[src/rtl/select_accumulator_pkg.sv]
// Shared configuration for the select array / accumulator slice: default
// geometry, the accumulate-stage state type and the constant-width helpers.
package select_accumulator_pkg;

  localparam int DEF_TN            = 4;
  localparam int DEF_KERNEL_SIZE   = 5;
  localparam int DEF_FEATURE_WIDTH = 16;
  localparam int DEF_BIAS_WIDTH    = 16;
  localparam int DEF_ACC_WIDTH     = 32;

  typedef enum logic {
    ST_IDLE,
    ST_OPEN
  } acc_state_t;

  // Ceiling log2, usable in parameter expressions.
  function automatic int clog2(input int value);
    int result;
    int rem;
    result = 0;
    rem    = value - 1;
    while (rem > 0) begin
      result++;
      rem = rem >> 1;
    end
    return result;
  endfunction

  // Number of operands left at a given adder-tree level (ceil(n / 2^level)).
  function automatic int level_count(input int n, input int level);
    return (n + (1 << level) - 1) >> level;
  endfunction

endpackage

[src/rtl/select_adder_tree.sv]
// Fully pipelined unsigned adder tree: one register per level, pairwise sums,
// an odd leftover operand is carried forward registered. Latency clog2(N).
module select_adder_tree
  import select_accumulator_pkg::*;
#(
  parameter  int N         = 100,
  parameter  int IN_WIDTH  = 16,
  localparam int DEPTH     = clog2(N),
  localparam int OUT_WIDTH = IN_WIDTH + DEPTH
) (
  input  logic                  clk,
  input  logic                  in_valid,
  input  logic [N*IN_WIDTH-1:0] data_in,
  output logic [OUT_WIDTH-1:0]  sum,
  output logic                  out_valid
);

  logic [DEPTH-1:0] valid_sr;

  // NOTE: sequential state uses non-blocking assignments so every stage
  // samples the value its predecessor held before the edge.
  always_ff @(posedge clk) begin
    valid_sr[0] <= in_valid;
    for (int k = 1; k < DEPTH; k++) begin
      valid_sr[k] <= valid_sr[k-1];
    end
  end

  assign out_valid = valid_sr[DEPTH-1];

  // Level k holds level_count(N, k) operands, each IN_WIDTH+k bits wide.
  for (genvar k = 0; k <= DEPTH; k++) begin : lvl
    localparam int CNT = level_count(N, k);
    localparam int W   = IN_WIDTH + k;

    for (genvar i = 0; i < CNT; i++) begin : node
      logic [W-1:0] q;

      if (k == 0) begin : g_leaf
        assign q = data_in[i*IN_WIDTH +: IN_WIDTH];
      end else if (2*i + 1 < level_count(N, k-1)) begin : g_pair
        // NOTE: datapath registers carry no reset; stale contents are
        // harmless because a separately reset valid bit qualifies them.
        always_ff @(posedge clk) begin
          q <= {1'b0, lvl[k-1].node[2*i].q} + {1'b0, lvl[k-1].node[2*i+1].q};
        end
      end else begin : g_pass
        always_ff @(posedge clk) begin
          q <= {1'b0, lvl[k-1].node[2*i].q};
        end
      end
    end
  end

  assign sum = lvl[DEPTH].node[0].q;

endmodule

[src/rtl/select_accumulator.sv]
// Consumer of the select array's product bus: adder-tree reduction per beat,
// saturating accumulation over first/last-framed groups, bias/shift/clamp.
module select_accumulator
  import select_accumulator_pkg::*;
#(
  parameter  int Tn            = DEF_TN,
  parameter  int KERNEL_SIZE   = DEF_KERNEL_SIZE,
  parameter  int FEATURE_WIDTH = DEF_FEATURE_WIDTH,
  parameter  int BIAS_WIDTH    = DEF_BIAS_WIDTH,
  parameter  int ACC_WIDTH     = DEF_ACC_WIDTH,
  parameter  int OUT_SHIFT     = 0,
  localparam int NPROD         = Tn * KERNEL_SIZE * KERNEL_SIZE,
  localparam int TREE_DEPTH    = clog2(NPROD)
) (
  input  logic                           clk,
  input  logic                           rst,
  input  logic [NPROD*FEATURE_WIDTH-1:0] product_in,
  input  logic                           product_valid,
  input  logic                           first,
  input  logic                           last,
  input  logic [BIAS_WIDTH-1:0]          bias_in,
  output logic [FEATURE_WIDTH-1:0]       sum_out,
  output logic                           sum_valid,
  output logic                           err,
  output logic                           busy
);

  localparam int TREE_WIDTH = FEATURE_WIDTH + TREE_DEPTH;
  localparam logic [ACC_WIDTH-1:0] ACC_MAX = {1'b0, {(ACC_WIDTH-1){1'b1}}};

  logic [TREE_WIDTH-1:0] tree_sum;
  logic                  tree_valid;

  select_adder_tree #(
    .N        (NPROD),
    .IN_WIDTH (FEATURE_WIDTH)
  ) u_tree (
    .clk       (clk),
    .in_valid  (product_valid),
    .data_in   (product_in),
    .sum       (tree_sum),
    .out_valid (tree_valid)
  );

  // Beat sideband travelling alongside the tree levels.
  logic [TREE_DEPTH-1:0] pipe_valid;
  logic [TREE_DEPTH-1:0] pipe_first;
  logic [TREE_DEPTH-1:0] pipe_last;
  logic [BIAS_WIDTH-1:0] pipe_bias [TREE_DEPTH];

  always_ff @(posedge clk) begin
    if (rst) begin
      pipe_valid <= '0;
    end else begin
      pipe_valid[0] <= product_valid;
      for (int k = 1; k < TREE_DEPTH; k++) begin
        pipe_valid[k] <= pipe_valid[k-1];
      end
    end
  end

  always_ff @(posedge clk) begin
    pipe_first[0] <= first;
    pipe_last[0]  <= last;
    pipe_bias[0]  <= bias_in;
    for (int k = 1; k < TREE_DEPTH; k++) begin
      pipe_first[k] <= pipe_first[k-1];
      pipe_last[k]  <= pipe_last[k-1];
      pipe_bias[k]  <= pipe_bias[k-1];
    end
  end

  // The tree has no reset, so its own valid is only trusted together with
  // the resettable sideband copy; this drops in-flight beats on reset.
  logic beat_valid;
  logic beat_first;
  logic beat_last;

  assign beat_valid = tree_valid & pipe_valid[TREE_DEPTH-1];
  assign beat_first = pipe_first[TREE_DEPTH-1];
  assign beat_last  = pipe_last[TREE_DEPTH-1];

  // Saturating accumulate: the accumulator only ever grows, so only the
  // positive limit can be reached.
  logic [ACC_WIDTH-1:0] tree_ext;
  logic [ACC_WIDTH:0]   acc_sum;
  logic [ACC_WIDTH-1:0] acc_sat;
  logic [ACC_WIDTH-1:0] acc;

  assign tree_ext = ACC_WIDTH'(tree_sum);
  assign acc_sum  = {1'b0, acc} + {1'b0, tree_ext};
  assign acc_sat  = (acc_sum > {1'b0, ACC_MAX}) ? ACC_MAX : acc_sum[ACC_WIDTH-1:0];

  acc_state_t state;
  logic       close_q;

  always_ff @(posedge clk) begin
    if (rst) begin
      state   <= ST_IDLE;
      acc     <= '0;
      err     <= 1'b0;
      close_q <= 1'b0;
    end else begin
      err     <= 1'b0;
      close_q <= 1'b0;
      if (beat_valid) begin
        if (beat_first) begin
          // A first while a group is open discards that group.
          err <= (state == ST_OPEN);
          acc <= tree_ext;
          if (beat_last) begin
            close_q <= 1'b1;
            state   <= ST_IDLE;
          end else begin
            state <= ST_OPEN;
          end
        end else if (state == ST_OPEN) begin
          acc <= acc_sat;
          if (beat_last) begin
            close_q <= 1'b1;
            state   <= ST_IDLE;
          end
        end else begin
          err <= 1'b1;
        end
      end
    end
  end

  // Bias of the closing beat, held for the output stage.
  logic [BIAS_WIDTH-1:0] bias_q;

  always_ff @(posedge clk) begin
    if (beat_valid && beat_last) begin
      bias_q <= pipe_bias[TREE_DEPTH-1];
    end
  end

  // Output stage: add signed bias, arithmetic shift, clamp to feature range.
  logic signed [ACC_WIDTH:0] biased;
  logic signed [ACC_WIDTH:0] shifted;
  logic [FEATURE_WIDTH-1:0]  clamped;

  assign biased  = $signed({1'b0, acc})
                 + $signed({{(ACC_WIDTH + 1 - BIAS_WIDTH){bias_q[BIAS_WIDTH-1]}}, bias_q});
  assign shifted = biased >>> OUT_SHIFT;

  // NOTE: every combinational output gets a default first so no path
  // through the block can infer a latch.
  always_comb begin
    clamped = shifted[FEATURE_WIDTH-1:0];
    if (shifted[ACC_WIDTH]) begin
      clamped = '0;
    end else if (|shifted[ACC_WIDTH-1:FEATURE_WIDTH]) begin
      clamped = '1;
    end
  end

  always_ff @(posedge clk) begin
    if (rst) begin
      sum_out   <= '0;
      sum_valid <= 1'b0;
    end else begin
      sum_valid <= close_q;
      if (close_q) begin
        sum_out <= clamped;
      end
    end
  end

  assign busy = (state == ST_OPEN) | (|pipe_valid) | close_q;

endmodule

[config.mk]
export PLATFORM = sky130hd
export DESIGN_NAME = select_accumulator
export DESIGN_NICKNAME = d
export VERILOG_FILES = /design/src/rtl/select_accumulator_pkg.sv /design/src/rtl/select_adder_tree.sv /design/src/rtl/select_accumulator.sv
export SDC_FILE = /design/constraint.sdc
export NUM_CORES = 2
export LEC_CHECK = 0
export ABC_AREA = 1
export CORE_AREA = 5 5 627 629
export DETAILED_ROUTE_END_ITERATION = 16
export DIE_AREA = 0 0 632 634
export GPL_ROUTABILITY_DRIVEN = 0
export GPL_TIMING_DRIVEN = 0
export HOLD_SLACK_MARGIN = 0.08
export PLACE_DENSITY = 0.5
export SYNTH_ARGS = -nofsm -noshare
export SYNTH_HDL_FRONTEND = slang
export SYNTH_SLANG_ARGS = --single-unit
[constraint.sdc]
create_clock -name clk -period 2.7 [get_ports clk]
set_clock_uncertainty 0.2 [all_clocks]
set_input_delay 0.405 -clock clk [delete_from_list [all_inputs] [get_ports clk]]
set_output_delay 0.405 -clock clk [all_outputs]
set_load 0.005 [all_outputs]
Figure 1. The clock network.
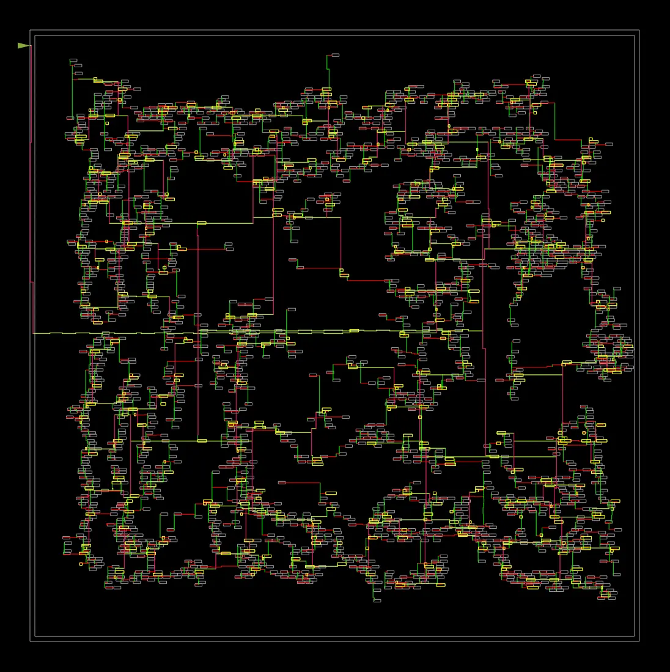
# clk buffers: 299
clk_lat worst skew: 0.89 ns
Sink Count: 2040

Figure 2. I/O nets highlighted.
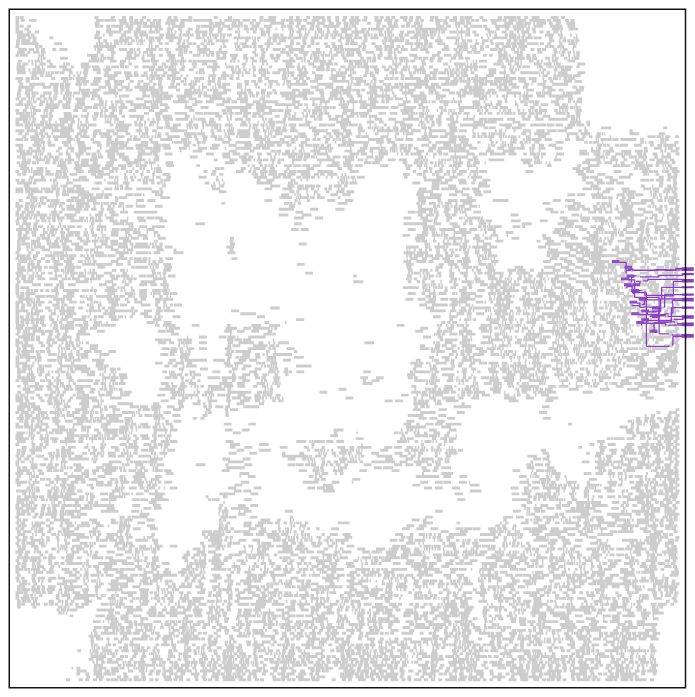
Key: purple = sum_out [bits 16, direction output, edge right, end cells 16, wire 929 um]
Port Buffer Count: 1639
Ports: 1640

Figure 3. Signal metal coverage by tile.
The die is cut into 32 by 32 equal tiles; white is low, dark blue is high, scaled to the fullest tile. Values are wire area over tile area, all layers added.
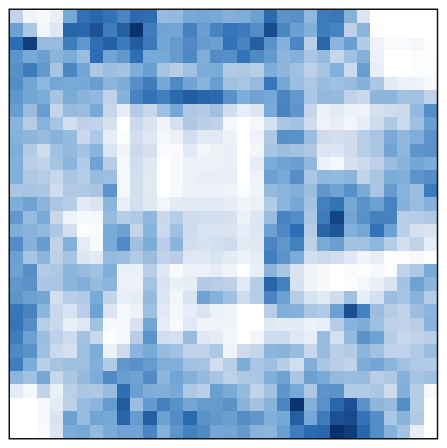
The fullest tile reaches 0.44. The mean over all tiles is 0.16. 28% of the tiles are over half the peak.
wire per inst: 18.5 um
WL final: 403000 um
DR vias: 100000
gr usage total: 19.1%

Figure 4. I/O pins on the die edge.
The bar under the picture is 200 um long. Pins as bars across the die edge, other pins in grey.
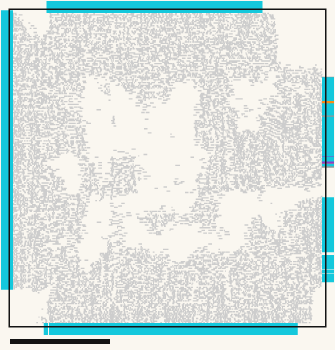
Key: orange = last [pins 1, direction input, edge right]; cyan = product_in [pins 1600, direction input, edge 541 bottom, 467 top, 409 left, 183 right]; purple = sum_out [pins 16, direction output, edge right]
All pins by edge: 542 bottom, 467 top, 410 left, 221 right.
die width: 632 um
die height: 634 um

==> impl_metrics.yaml <==
# synthesis and place-and-route metrics
synthesis:
  synthDistinctLibCells: 51
  common_cells: "nand2_1, dfxtp_1, a21oi_1"
  yosys.area.top_type: "dfxtp_1"
  synth_area_per_cell_um2: 8.55
global_route:
  use_met1_pct: 23.7
  first_global_vias: 101000
routing:
  wl_met3_um: 16600
  maxUsedRoutingLayer: "met5"
power:
  p_total_uw: 162000
  p_leak_uw: 0.0720
clock_tree:
  cts_setup_buffers: 21
  clk_pin_slew_ns: 0.06
  clock_path_buffers: 4
  cts-root-buf: "clkbuf_16"
run_status:
  status: "finished, violations left"
  violations: "setup timing"
floorplanning:
  fp.dieArea_um2: 401000
timing:
  hold_viol: 0
  setup_viol: 18
  slew_viol_final: 0
  rsz0062_at_grt: "yes"
  finalWorstSetupSlack_ns: -0.186
worst_setup_path:
  r2r_start: "bias_q[15]"
  crit_required_ns: 3.22
  worstPathCellList: "buf_6 -> buf_12 -> ha_4 -> buf_4 -> nand2_4 -> nor2_1 -> nor2_2 -> buf_4 -> nor2_1 -> a211oi_1 -> o21ai_4 -> o21ai_2 -> a21oi_4 -> buf_6 -> nand2_2 -> a21oi_2"
layout:
  syn2layout_area_growth_pct: 37.5
placement:
  detailed_place.area_um2: 138000
  dp_hpwl_um: 340000
## area by class of cell
cell class / instances / area, um^2
clock buffers: 299 / 6500
flip-flops and latches: 2040 / 41100
well taps: 5197 / 6500
multi-input cells: 10100 / 71000
clock inverters: 140 / 1650
repair buffers: 2660 / 26500
diodes: 33 / 82.6
fillers: 39000 / 229000
inverters: 1315 / 4940
plain buffers: 23 / 164
## power groups by stage
stage / Sequential [uW] / Combinational, uW / Clock, uW
final: 48600 / 80700 / 32900
after global routing: 49600 / 91100 / 35300
after CTS: 49100 / 79800 / 34200
after floorplan: 45000 / 55200 / 0
after global placement: 49700 / 77100 / 0
after detailed placement: 49600 / 77000 / 0
Power is estimated from default activity; no workload was simulated.
